Fig. 1: the clock network
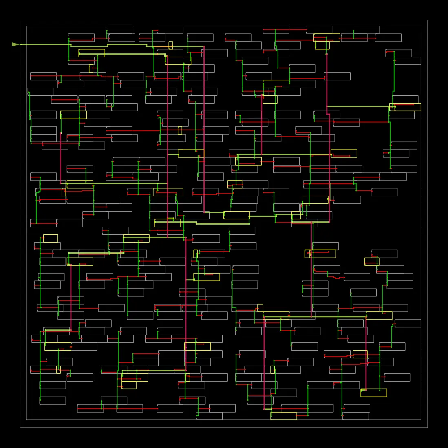
Fig. 2: met3 routing
Scale: 3 px per um.
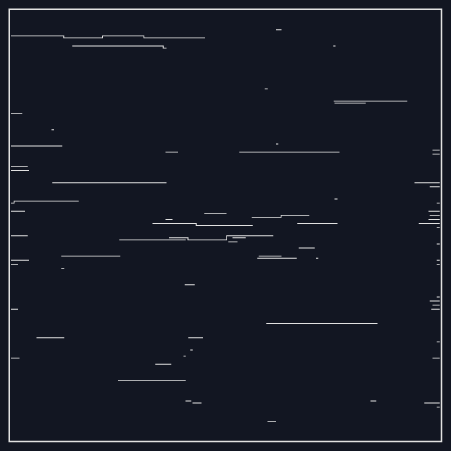
Fig. 3: selected gate families
Scale: 2 px per um.
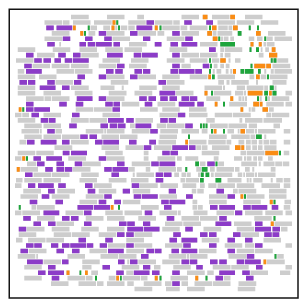
Fig. 4: clock network drawn from the DEF
Scale: 3 px per um.
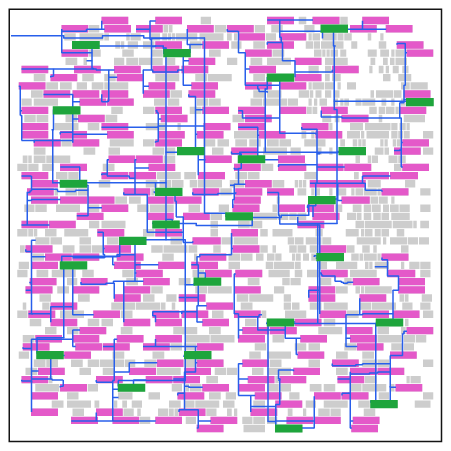
$ cat config.mk
export PLATFORM = sky130hd
export DESIGN_NAME = brick_draw_queue_flat
export DESIGN_NICKNAME = d
export VERILOG_FILES = /design/src/rtl/brick_draw_queue_if.sv /design/src/rtl/brick_draw_queue.sv /design/src/flat_wrapper.sv
export SDC_FILE = /design/constraint.sdc
export NUM_CORES = 1
export LEC_CHECK = 0
export CORE_MARGIN = 2
export CORE_UTILIZATION = 54
export CTS_CLUSTER_SIZE = 40
export DETAILED_ROUTE_END_ITERATION = 7
export GPL_ROUTABILITY_DRIVEN = 1
export HOLD_SLACK_MARGIN = 0.03
export PLACE_DENSITY_LB_ADDON = 0.05
export SLEW_MARGIN = 20
export SYNTH_ARGS = -nofsm -noshare
export SYNTH_HDL_FRONTEND = slang
export SYNTH_SLANG_ARGS = --single-unit
$ cat constraint.sdc
create_clock -name clk -period 2.55 [get_ports clk]
set_clock_uncertainty 0.1 [all_clocks]
set_input_delay 0.51 -clock clk [delete_from_list [all_inputs] [get_ports clk]]
set_output_delay 0.51 -clock clk [all_outputs]
set_load 0.03 [all_outputs]
$ cat src/rtl/brick_draw_queue_if.sv
// Request/dispatch bundle between collision logic, brick_draw_queue and brick_draw.
// master drives requests and observes dispatch; slave is the queue itself.
interface brick_draw_queue_if;
    logic       req_valid;
    logic [9:0] req_x;
    logic [9:0] req_y;
    logic [1:0] req_health;
    logic       req_ready;
    logic       go_draw;
    logic [9:0] brickx;
    logic [9:0] bricky;
    logic [1:0] health;
    logic       busy;
    logic [4:0] level;

    modport master (
        output req_valid, req_x, req_y, req_health,
        input  req_ready, go_draw, brickx, bricky, health, busy, level
    );

    modport slave (
        input  req_valid, req_x, req_y, req_health,
        output req_ready, go_draw, brickx, bricky, health, busy, level
    );
endinterface

$ cat src/rtl/brick_draw_queue.sv
// Brick redraw request queue and paced dispatcher feeding brick_draw.
// Optional `BRICKQ_COALESCE_EN: same-position push updates newest entry's health.
module brick_draw_queue #(
    parameter int DEPTH       = 8,
    parameter int DRAW_CYCLES = 1024
) (
    input logic               clk,
    input logic               resetn,
    brick_draw_queue_if.slave bus
);

    localparam int AW = $clog2(DEPTH);
    localparam logic [4:0] FULL = 5'(DEPTH);
    localparam logic [19:0] CNT_LOAD = 20'(DRAW_CYCLES - 1);

    typedef enum logic [1:0] {
        IDLE  = 2'd0,
        ISSUE = 2'd1,
        WAIT  = 2'd2
    } state_t;

    typedef struct packed {
        logic [9:0] x;
        logic [9:0] y;
        logic [1:0] h;
    } entry_t;

    entry_t        mem [DEPTH];
    logic [AW-1:0] wr_ptr;
    logic [AW-1:0] rd_ptr;
    logic [AW-1:0] last_ptr;
    logic [AW-1:0] wr_idx;
    logic [4:0]    level;
    logic [4:0]    level_n;
    logic [19:0]   cnt;
    state_t        state;
    state_t        state_n;
    logic          push;
    logic          pop;
    logic          coalesce;
    logic          alloc;
    logic          go_n;
    logic          busy_n;

    assign bus.req_ready = (level != FULL);
    assign bus.level     = level;

    assign push     = bus.req_valid & bus.req_ready;
    assign pop      = (state == IDLE) & (level != 5'd0);
    assign last_ptr = wr_ptr - AW'(1);

`ifdef BRICKQ_COALESCE_EN
    // Newest entry is only safe to rewrite if it is not leaving this cycle.
    assign coalesce = push & (level != 5'd0)
                    & ~(pop & (level == 5'd1))
                    & (bus.req_x == mem[last_ptr].x)
                    & (bus.req_y == mem[last_ptr].y);
`else
    assign coalesce = 1'b0;
`endif

    // Coalesced pushes rewrite the newest slot; x/y already match there.
    assign alloc  = push & ~coalesce;
    assign wr_idx = coalesce ? last_ptr : wr_ptr;

    // Occupancy after this cycle's allocate/pop.
    always_comb begin
        level_n = level + 5'(alloc) - 5'(pop);
    end

    // Entry storage.
    always_ff @(posedge clk or negedge resetn) begin
        if (!resetn) begin
            for (int i = 0; i < DEPTH; i++) mem[i] <= '0;
        end else if (push) begin
            mem[wr_idx] <= '{x: bus.req_x, y: bus.req_y, h: bus.req_health};
        end
    end

    // Queue pointers and occupancy.
    always_ff @(posedge clk or negedge resetn) begin
        if (!resetn) begin
            wr_ptr <= '0;
            rd_ptr <= '0;
            level  <= '0;
        end else begin
            if (alloc) wr_ptr <= wr_ptr + AW'(1);
            if (pop)   rd_ptr <= rd_ptr + AW'(1);
            level <= level_n;
        end
    end

    // Dispatcher state register.
    always_ff @(posedge clk or negedge resetn) begin
        if (!resetn) state <= IDLE;
        else         state <= state_n;
    end

    // Dispatcher next-state.
    always_comb begin
        state_n = state;
        unique case (state)
            IDLE:    if (level != 5'd0) state_n = ISSUE;
            ISSUE:   state_n = WAIT;
            WAIT:    if (cnt == 20'd0) state_n = IDLE;
            default: state_n = IDLE;
        endcase
    end

    // Draw-window counter: loaded in ISSUE, runs down through WAIT.
    always_ff @(posedge clk or negedge resetn) begin
        if (!resetn)                         cnt <= '0;
        else if (state == ISSUE)             cnt <= CNT_LOAD;
        else if (state == WAIT && cnt != '0) cnt <= cnt - 20'd1;
    end

    // Next values for the registered dispatcher outputs.
    always_comb begin
        go_n   = (state_n == ISSUE);
        busy_n = (state_n != IDLE) | (level_n != 5'd0);
    end

    // Registered outputs; brick fields only move when the head is popped.
    always_ff @(posedge clk or negedge resetn) begin
        if (!resetn) begin
            bus.go_draw <= 1'b0;
            bus.busy    <= 1'b0;
            bus.brickx  <= '0;
            bus.bricky  <= '0;
            bus.health  <= '0;
        end else begin
            bus.go_draw <= go_n;
            bus.busy    <= busy_n;
            if (pop) begin
                bus.brickx <= mem[rd_ptr].x;
                bus.bricky <= mem[rd_ptr].y;
                bus.health <= mem[rd_ptr].h;
            end
        end
    end

endmodule

$ cat src/flat_wrapper.sv
// flat-port wrapper written by rule: the top's interface ports become plain ports
module brick_draw_queue_flat 
#(
    parameter int DEPTH       = 8,
    parameter int DRAW_CYCLES = 1024
)
  (clk, resetn, bus_req_valid, bus_req_x, bus_req_y, bus_req_health, bus_req_ready, bus_go_draw, bus_brickx, bus_bricky, bus_health, bus_busy, bus_level);
  brick_draw_queue_if bus_i ();
  input logic clk;
  input logic resetn;
  input wire logic [$bits(bus_i.req_valid)-1:0] bus_req_valid;
  input wire logic [$bits(bus_i.req_x)-1:0] bus_req_x;
  input wire logic [$bits(bus_i.req_y)-1:0] bus_req_y;
  input wire logic [$bits(bus_i.req_health)-1:0] bus_req_health;
  output wire logic [$bits(bus_i.req_ready)-1:0] bus_req_ready;
  output wire logic [$bits(bus_i.go_draw)-1:0] bus_go_draw;
  output wire logic [$bits(bus_i.brickx)-1:0] bus_brickx;
  output wire logic [$bits(bus_i.bricky)-1:0] bus_bricky;
  output wire logic [$bits(bus_i.health)-1:0] bus_health;
  output wire logic [$bits(bus_i.busy)-1:0] bus_busy;
  output wire logic [$bits(bus_i.level)-1:0] bus_level;
  assign bus_i.req_valid = bus_req_valid;
  assign bus_i.req_x = bus_req_x;
  assign bus_i.req_y = bus_req_y;
  assign bus_i.req_health = bus_req_health;
  assign bus_req_ready = bus_i.req_ready;
  assign bus_go_draw = bus_i.go_draw;
  assign bus_brickx = bus_i.brickx;
  assign bus_bricky = bus_i.bricky;
  assign bus_health = bus_i.health;
  assign bus_busy = bus_i.busy;
  assign bus_level = bus_i.level;
  brick_draw_queue #(.DEPTH(DEPTH), .DRAW_CYCLES(DRAW_CYCLES)) u_core (.clk(clk), .resetn(resetn), .bus(bus_i));
endmodule
==> results.toml <==
# implementation run metrics
[placement]
dpl.cell_count = 1033
portBuffers = 54
hpwl_mm = 13.5
pre_cts_slack_ps = -111
place.gp.congestion = 0.765

[finish]
inv_count = 17
logic_area_um2 = 4520
num_antenna_cells = 0
design_area_um2 = 12500
fin_nets = 837
seq_area_um2 = 5840
nFillCells = 1440
n_clock_buffer = 41
areaGrowthSynthToFinish_pct = 18.8
seq-cell-share_pct = 46.7
largest_cell_class = "flip-flops and latches"
comb_cells = 424
clk_share_pct = 6.23
buffers = 99
drive_gt1_share_pct = 41.3
mostFrequentLayoutCells = "dfrtp_1 (227), mux2_2 (176), clkdlybuf4s50_1 (52)"
fin_util_pct = 64.9

[run_status]
failed_checks = "setup timing"
outcome = "complete, but fails checks"

[floorplanning]
fp.dieH_um = 144
ioPinCount = 55
core_util_floorplan_pct = 54.6
dieWidth_um = 144
rows = 51
coreArea_um2 = 19300
die-area_um2 = 20600
n_tap_cell = 265

[global_routing]
grt_pass1_wl_mm = 35.5
antenna_found_initial = 0
use_met3_pct = 3.17
grt_busiest_layer = "met2"
use_met1_pct = 31.3
grt_max_degree = 70
grt_overflow_total = 0
grt_usage_pct = 22.2
gr-usage-met2_pct = 36.7
grt_pass1_vias = 6575

[logic_synthesis]
fp_nets = 750
flop_cell = "dfrtp_1"
ys_ff = 233
netlist_area_um2 = 10500
ys_cells = 713
synthDistinctLibCells = 54
ys_top_cells_by_count = "dfrtp_1 (233), mux2_2 (176), mux4_2 (44), nand2_1 (43), mux2i_1 (25)"
synth_dominant_cell_count = "dfrtp_1"
synth_seq_share_pct = 55.4
largest_area_cell = "dfrtp_1"
yosys-stat-area_um2 = 10500
synthCells = 713
synth.avg_cell_area_um2 = 14.8
edf_count = 0
synthArstFlopShare_pct = 100
ys.warnings.count = 0
top_area_share_pct = 55.4
area_leaders = "dfrtp_1 (55%), mux2_2 (19%), mux4_2 (9.4%)"

[pwr]
power.internal_uw = 9650
switchingPower_uw = 3600
power.leakage_uw = 0.00531
power_frac_seq_pct = 45.2
pwr-share-comb_pct = 29.1
powerDensity_nw_per_um2 = 1060
ir_drop_mv = 0.562
power_uw = 13200
switching_share_pct = 27.1

[critical_path]
crit_type = "reg2reg"
arrival_ps = 2850
start_kind = "register"
timing.rr.start = "u_core.bus.level[2]"
cp_max_fo = 2
cp_data_required_time_ps = 2840
worstSetupStartpoint = "u_core.bus.level[2]"
end_kind = "register"

[final_timing]
hold_viol = 0
min_period_ps = 2560
setup_tns_ps = -12.1
max-slew-margin-rel_pct = 57.5
report.final.slew_viol_count = 0
worstMarginPinSlew_ps = 637
hold_slack_ps = 375
fin_ws_ps = -12.1
period_used_pct = 100
fmax_ghz = 0.390
setup-violations-final = 1
rsz0062_at_grt = "true"

[flow_run]
warning_count = 31
maxCapViolations = 0

[cts]
cts-htree-levels = 1
clkTransAtPathRegs_ps = 60
clk_path_buf_depth = 3
root_buffer = "clkbuf_16"
cts_sinks = 233
cts_tree = "yes"

[hold_path]
min_path_type = "reg2reg"
worstHoldStart = "u_core.bus.health[0]"

[route]
wl_met2_mm = 10.5
highest-signal-layer = "met4"
met1_length_mm = 9.99
met3RoutedLength_um = 614
drcViolationCount = 0
via_per_inst = 5.66
drtPass1Iterations = 4
wire_per_inst_um = 19.9
antenna_left = 0
first_iter_violations = 260
vias = 6130
routed_wl_mm = 21.6
About Fig. 1:
Clk. pwr: 3400 uW
Num CTS Buffers: 25
Flops: 233

About Fig. 2:
main direction = horizontal
wire length on this layer = 615 um

About Fig. 3:
multiplexers -> purple  # cells 246, where spread over the die
NAND gates -> green  # cells 61, where spread over the die
inverting AOI/OAI gates -> orange  # cells 50, where spread over the die
Non-Filler Instances: 1083
logic share of the area: 36.1%
most instantiated logic cell after routing: dfrtp_1

About Fig. 4:
clock wires -> blue  # length 2770 um
flip-flops -> magenta  # count 233
clock drivers -> green  # count 25
flops lie = spread over the die
clk_lat worst skew: 520 ps
clock network power share: 25.7%

## cells by family after synthesis
group	after synthesis	synth area share [%]
multiplexers	246	30.7
buffers and inverters	56	2.38
flip-flops	233	55.4
AND/OR/NAND/NOR	100	5.47
XOR/XNOR	14	1.17
AND-OR/OR-AND	52	3.34
adder cells (fa/ha/maj)	12	1.50
## worst max-delay path, stage by stage (launching register included)
cell      delay, ps
dfrtp_2         370
inv_2            50
ha_4            150
a211o_4         330
inv_4            70
ha_4            190
inv_2            60
ha_4            120
inv_2            30
fa_2            340
buf_4           150
xnor2_1         150
nor4_1          200
nand4b_1        120
## power by group through the flow
stage / clock, uW / sequential [uW] / combinational [uW]
after floorplan: 0 / 5840 / 2840
after global placement: 0 / 5920 / 3640
after detailed placement: 0 / 6040 / 3810
after CTS: 3490 / 5980 / 3880
after global routing: 3660 / 6160 / 4180
final: 3400 / 5990 / 3860
## path summary, 6_finish.rpt
kind | endpoint | slack [ps] | depth (start not counted)
setup reg to reg | u_core.bus.busy | -10 | 13
hold reg to reg | u_core.bus.health[0] | 380 | 2
setup / recovery | u_core.bus.busy | -10 | 13
min in group asynchronous | u_core.bus.bricky[8] | 450 | 2
max in group asynchronous | u_core.mem[55] | 1170 | 3
hold / removal | u_core.bus.health[0] | 380 | 2
## registers in the layout, summed over array words and instances (netlist names)
name,count
u_core.mem,176
u_core.cnt,20
u_core.bus.brickx,10
u_core.bus.bricky,10
u_core.bus.level,5
u_core.rd_ptr,3
u_core.wr_idx,3
u_core.bus.health,2
u_core.state,2
u_core.bus.busy,1
u_core.bus.go_draw,1
## repair_timing
item	in CTS	in global routing
hold buffers	1	0
setup endpoints to repair	3	2
hold endpoints to repair	63	0
gates resized	5	1
pin swaps	4	0
setup buffers	2	2
Power figures rest on the tool's default switching activity, not on a simulated workload.
